### src/rtl/ndp_pkg.sv
// Shared definitions for the near-data-processing stream controller: FSM encoding,
// scratch-pad select values, SIMD mode encodings and index-width helpers.
package ndp_pkg;

    typedef enum logic [2:0] {
        ST_IDLE,
        ST_LOAD_ACT,
        ST_LOAD_WGT,
        ST_FEED,
        ST_FLUSH,
        ST_DRAIN,
        ST_RESULT
    } state_t;

    localparam logic SP_SEL_ACT = 1'b0;
    localparam logic SP_SEL_WGT = 1'b1;

    localparam logic [1:0] MODE_FP16 = 2'b00;
    localparam logic [1:0] MODE_BF16 = 2'b01;
    localparam logic [1:0] MODE_INT8 = 2'b10;
    localparam logic [1:0] MODE_INT4 = 2'b11;

    // Index width for a count of n items, never narrower than one bit.
    function automatic int unsigned idx_w(input int unsigned n);
        return (n > 1) ? $clog2(n) : 1;
    endfunction

    localparam int DEF_LAYER_W = idx_w(5);
    localparam int DEF_BANK_W  = idx_w(64);
    localparam int DEF_ADDR_W  = idx_w(2);

endpackage

### src/rtl/ndp_sp_addr_gen.sv
// Scratch-pad layer/bank/word counter. Steps one word per beat and wraps the bank
// at the end of the activation or weight region selected by sel.
module ndp_sp_addr_gen
    import ndp_pkg::*;
#(
    parameter  int DEPTH     = 5,
    parameter  int ACT_BANKS = 1,
    parameter  int WGT_BANKS = 64,
    parameter  int WPB       = 2,
    localparam int LW        = idx_w(DEPTH),
    localparam int BW        = idx_w(WGT_BANKS),
    localparam int AW        = idx_w(WPB)
) (
    input  logic          clk,
    input  logic          reset,
    input  logic          clear,
    input  logic          step,
    input  logic          sel,
    output logic [LW-1:0] layer,
    output logic [BW-1:0] bank,
    output logic [AW-1:0] addr,
    output logic          act_last,
    output logic          wgt_last,
    output logic          layer_last
);

    logic addr_last;

    assign addr_last  = (addr == AW'(WPB - 1));
    assign act_last   = addr_last && (bank == BW'(ACT_BANKS - 1));
    assign wgt_last   = addr_last && (bank == BW'(WGT_BANKS - 1));
    assign layer_last = (layer == LW'(DEPTH - 1));

    // NOTE: sequential state is updated only with non-blocking assignments so every
    // flop samples pre-edge values regardless of statement order.
    always_ff @(posedge clk) begin
        if (reset || clear) begin
            layer <= '0;
            bank  <= '0;
            addr  <= '0;
        end else if (step) begin
            if (!addr_last) begin
                addr <= addr + AW'(1);
            end else begin
                addr <= '0;
                if (sel == SP_SEL_WGT ? wgt_last : act_last) begin
                    bank <= '0;
                    // A finished layer moves on; the last layer wraps so the pad is reused.
                    if (sel == SP_SEL_WGT)
                        layer <= layer_last ? '0 : layer + LW'(1);
                end else begin
                    bank <= bank + BW'(1);
                end
            end
        end
    end

endmodule

### src/rtl/ndp_stream_ctrl.sv
// Job-level controller: loads a valid/ready word stream into the scratch pad layer by
// layer, feeds buffered layers to the NDP unit in passes, and hands off the result.
module ndp_stream_ctrl
    import ndp_pkg::*;
#(
    parameter  int DATA_W    = 32,
    parameter  int DEPTH     = 5,
    parameter  int ACT_BANKS = 1,
    parameter  int WGT_BANKS = 64,
    parameter  int WPB       = 2,
    parameter  int CNT_W     = 16,
    localparam int LW        = idx_w(DEPTH),
    localparam int BW        = idx_w(WGT_BANKS),
    localparam int AW        = idx_w(WPB),
    localparam int LDW       = idx_w(DEPTH + 1)
) (
    input  logic              clk,
    input  logic              reset,
    input  logic              start,
    input  logic [CNT_W-1:0]  tile_count,
    input  logic [1:0]        mode,
    input  logic              in_valid,
    input  logic [DATA_W-1:0] in_data,
    output logic              in_ready,
    output logic              sp_we,
    output logic              sp_sel,
    output logic [LW-1:0]     sp_layer,
    output logic [BW-1:0]     sp_bank,
    output logic [AW-1:0]     sp_addr,
    output logic [DATA_W-1:0] sp_wdata,
    output logic              feed_en,
    output logic [LW-1:0]     feed_layer,
    output logic [1:0]        unit_mode,
    output logic              unit_last,
    input  logic              unit_done,
    output logic              busy,
    output logic              res_valid,
    input  logic              res_ready,
    output logic              done
);

    state_t           state, state_nx;
    logic [CNT_W-1:0] remaining;
    logic [LDW-1:0]   loaded;
    logic [LW-1:0]    feed_idx;
    logic             feed_started;
    logic             beat, job_go, feed_end;
    logic [LW-1:0]    layer;
    logic [BW-1:0]    bank;
    logic [AW-1:0]    addr;
    logic             act_last, wgt_last, layer_last;

    assign in_ready  = (state == ST_LOAD_ACT) || (state == ST_LOAD_WGT);
    assign beat      = in_valid && in_ready;
    assign job_go    = (state == ST_IDLE) && start && (tile_count != '0);
    // The first FEED cycle is a bubble so the last write lands before it is read back.
    assign feed_en   = (state == ST_FEED) && feed_started;
    assign feed_layer = feed_en ? feed_idx : '0;
    assign feed_end  = feed_en && (LDW'(feed_idx) + LDW'(1) == loaded);
    assign unit_last = (state == ST_FLUSH);
    assign busy      = (state != ST_IDLE);
    assign res_valid = (state == ST_RESULT);

    ndp_sp_addr_gen #(
        .DEPTH    (DEPTH),
        .ACT_BANKS(ACT_BANKS),
        .WGT_BANKS(WGT_BANKS),
        .WPB      (WPB)
    ) u_addr_gen (
        .clk       (clk),
        .reset     (reset),
        .clear     (job_go),
        .step      (beat),
        .sel       (state == ST_LOAD_WGT),
        .layer     (layer),
        .bank      (bank),
        .addr      (addr),
        .act_last  (act_last),
        .wgt_last  (wgt_last),
        .layer_last(layer_last)
    );

    // NOTE: state_nx gets a default before the case so no path leaves it unassigned,
    // which would otherwise infer a latch.
    always_comb begin
        state_nx = state;
        unique case (state)
            ST_IDLE:     if (job_go) state_nx = ST_LOAD_ACT;
            ST_LOAD_ACT: if (beat && act_last) state_nx = ST_LOAD_WGT;
            ST_LOAD_WGT: if (beat && wgt_last)
                             state_nx = (layer_last || remaining == CNT_W'(1)) ? ST_FEED : ST_LOAD_ACT;
            ST_FEED:     if (feed_end) state_nx = (remaining != '0) ? ST_LOAD_ACT : ST_FLUSH;
            ST_FLUSH:    state_nx = ST_DRAIN;
            ST_DRAIN:    if (unit_done) state_nx = ST_RESULT;
            ST_RESULT:   if (res_ready) state_nx = ST_IDLE;
            default:     state_nx = ST_IDLE;
        endcase
    end

    always_ff @(posedge clk) begin
        if (reset) begin
            state        <= ST_IDLE;
            remaining    <= '0;
            loaded       <= '0;
            unit_mode    <= MODE_FP16;
            feed_started <= 1'b0;
            feed_idx     <= '0;
            done         <= 1'b0;
        end else begin
            state <= state_nx;
            done  <= res_valid && res_ready;
            if (job_go) begin
                remaining <= tile_count;
                unit_mode <= mode;
            end
            if (state == ST_LOAD_WGT && beat && wgt_last) begin
                remaining <= remaining - CNT_W'(1);
                loaded    <= LDW'(layer) + LDW'(1);
            end
            if (state != ST_FEED) begin
                feed_started <= 1'b0;
                feed_idx     <= '0;
            end else if (!feed_started) begin
                feed_started <= 1'b1;
            end else begin
                feed_idx <= feed_idx + LW'(1);
            end
        end
    end

    // Write stage: each beat is presented to the scratch pad exactly one cycle later.
    always_ff @(posedge clk) begin
        if (reset) begin
            sp_we    <= 1'b0;
            sp_sel   <= SP_SEL_ACT;
            sp_layer <= '0;
            sp_bank  <= '0;
            sp_addr  <= '0;
            sp_wdata <= '0;
        end else begin
            sp_we <= beat;
            if (beat) begin
                sp_sel   <= (state == ST_LOAD_WGT) ? SP_SEL_WGT : SP_SEL_ACT;
                sp_layer <= layer;
                sp_bank  <= bank;
                sp_addr  <= addr;
                sp_wdata <= in_data;
            end
        end
    end

endmodule

### config.mk
export PLATFORM = sky130hd
export DESIGN_NAME = ndp_stream_ctrl
export DESIGN_NICKNAME = d
export VERILOG_FILES = /design/src/rtl/ndp_pkg.sv /design/src/rtl/ndp_sp_addr_gen.sv /design/src/rtl/ndp_stream_ctrl.sv
export SDC_FILE = /design/constraint.sdc
export NUM_CORES = 1
export LEC_CHECK = 0
export CELL_PAD_IN_SITES_DETAIL_PLACEMENT = 0
export CELL_PAD_IN_SITES_GLOBAL_PLACEMENT = 1
export CORE_ASPECT_RATIO = 0.9
export CORE_UTILIZATION = 34
export DETAILED_ROUTE_END_ITERATION = 16
export PLACE_DENSITY_LB_ADDON = 0.12
export SLEW_MARGIN = 20
export SYNTH_ARGS = -nofsm -noshare
export SYNTH_HDL_FRONTEND = slang
export SYNTH_SLANG_ARGS = --single-unit
### constraint.sdc
create_clock -name clk -period 3.1 [get_ports clk]
set_clock_uncertainty 0.1 [all_clocks]
set_input_delay 0.465 -clock clk [delete_from_list [all_inputs] [get_ports clk]]
set_output_delay 0.465 -clock clk [all_outputs]
set_load 0.01 [all_outputs]
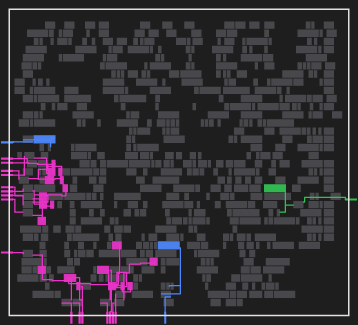
**Above:** port wiring.
Scale: 3 px per um.
Magenta stands for tile_count, direction input, end cells 20, buffers 16, wire 352 um. Blue stands for unit_mode, direction output, end cells 2, buffers 2, wire 54.6 um. Green stands for sp_sel, direction output, end cells 1, buffers 1, wire 28.4 um.

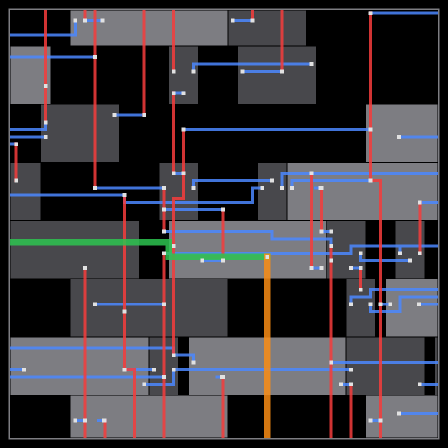
**Above:** a small window of the routed layout.
Window x 74 to 94, y 66 to 86 um. Cells in gray, sequential cells in the stronger gray; small squares are vias.
Green stands for met3. Orange stands for met4. Blue stands for met1. Red stands for met2.
20 logic cells have their middle in the window. Netlist names of flops here include sp_wdata (3). Sequential cells in the window: 6. Most frequent: dfxtp_1 (6), nand2_1 (5), clkdlybuf4s50_1 (4).

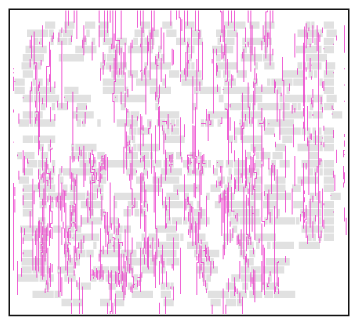
**Above:** the metal 2 layer.
Scale: 3 px per um. Cells faint in the background.
The layer holds 44% of the routed length. The wires run mostly vertical.

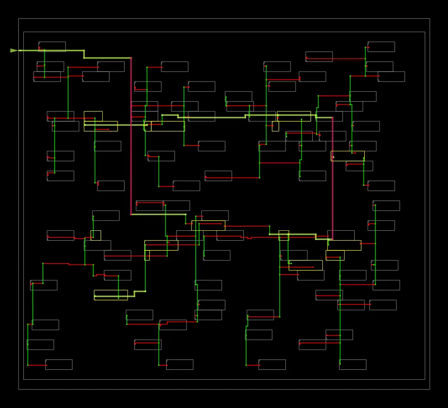
**Above:** clock nets.
# clk buffers: 12
Num CTS Buffers: 9
Flop Count: 83
Clk. pwr: 1.00 mW
worst skew pair latency: 0.33 ns

==> impl_metrics.ini <==
; physical design summary
[cells_and_area]
clkCellAreaFrac = 0.0531
final_layout_top_logic_cell = clkdlybuf4s50_1

[sta]
rsz0062_at_grt = false
maxSlewHeadroom = 0.590
layout_setup_ws_ns = 0.453
fmax_ghz = 0.378

[power]
fin_total_pwr_mw = 3.48
power.group.top = registers
leakagePower_nw = 1.85
p_clk_frac = 0.289
switching_share = 0.327

[synth]
synth-adder-area-share = 0.0267
ys_area_um2 = 3750
synth.cell_area_um2 = 3750
yosysWarningCount = 0
synth.top_cell.area_share = 0.444
topCellsByArea = dfxtp_1 (44%), nand2_1 (10%), a21oi_1 (8.6%), nor2_1 (2.7%), ha_1 (2.7%)
ys_top_logic_family = simple AND/OR/NAND/NOR gates

[cts]
cts-root-buf = clkbuf_16

[setup_path]
worstPathArrival_ns = 2.78
critPathCapture = remaining[14]
path_delay_family = simple AND/OR/NAND/NOR gates
rr_endpoint = remaining[14]

[grt]
grt_pass1_wl_mm = 16.1
grt_use_met3 = 0.0527
grt_busiest_layer = met2

[drt]
met3_length_um = 577
via_count = 3564
wl_per_cell_um = 14.2
wirelength_mm = 9.93
viasPerCell = 5.08

[run_status]
status = completed

[placement]
placed_area_um2 = 5020
place.gp.congestion = 0.833
numPortBuffers = 110

[floorplanning]
core_area_um2 = 10500

[run]
maxCapViolCount = 0
Power figures rest on the tool's default switching activity, not on a simulated workload.
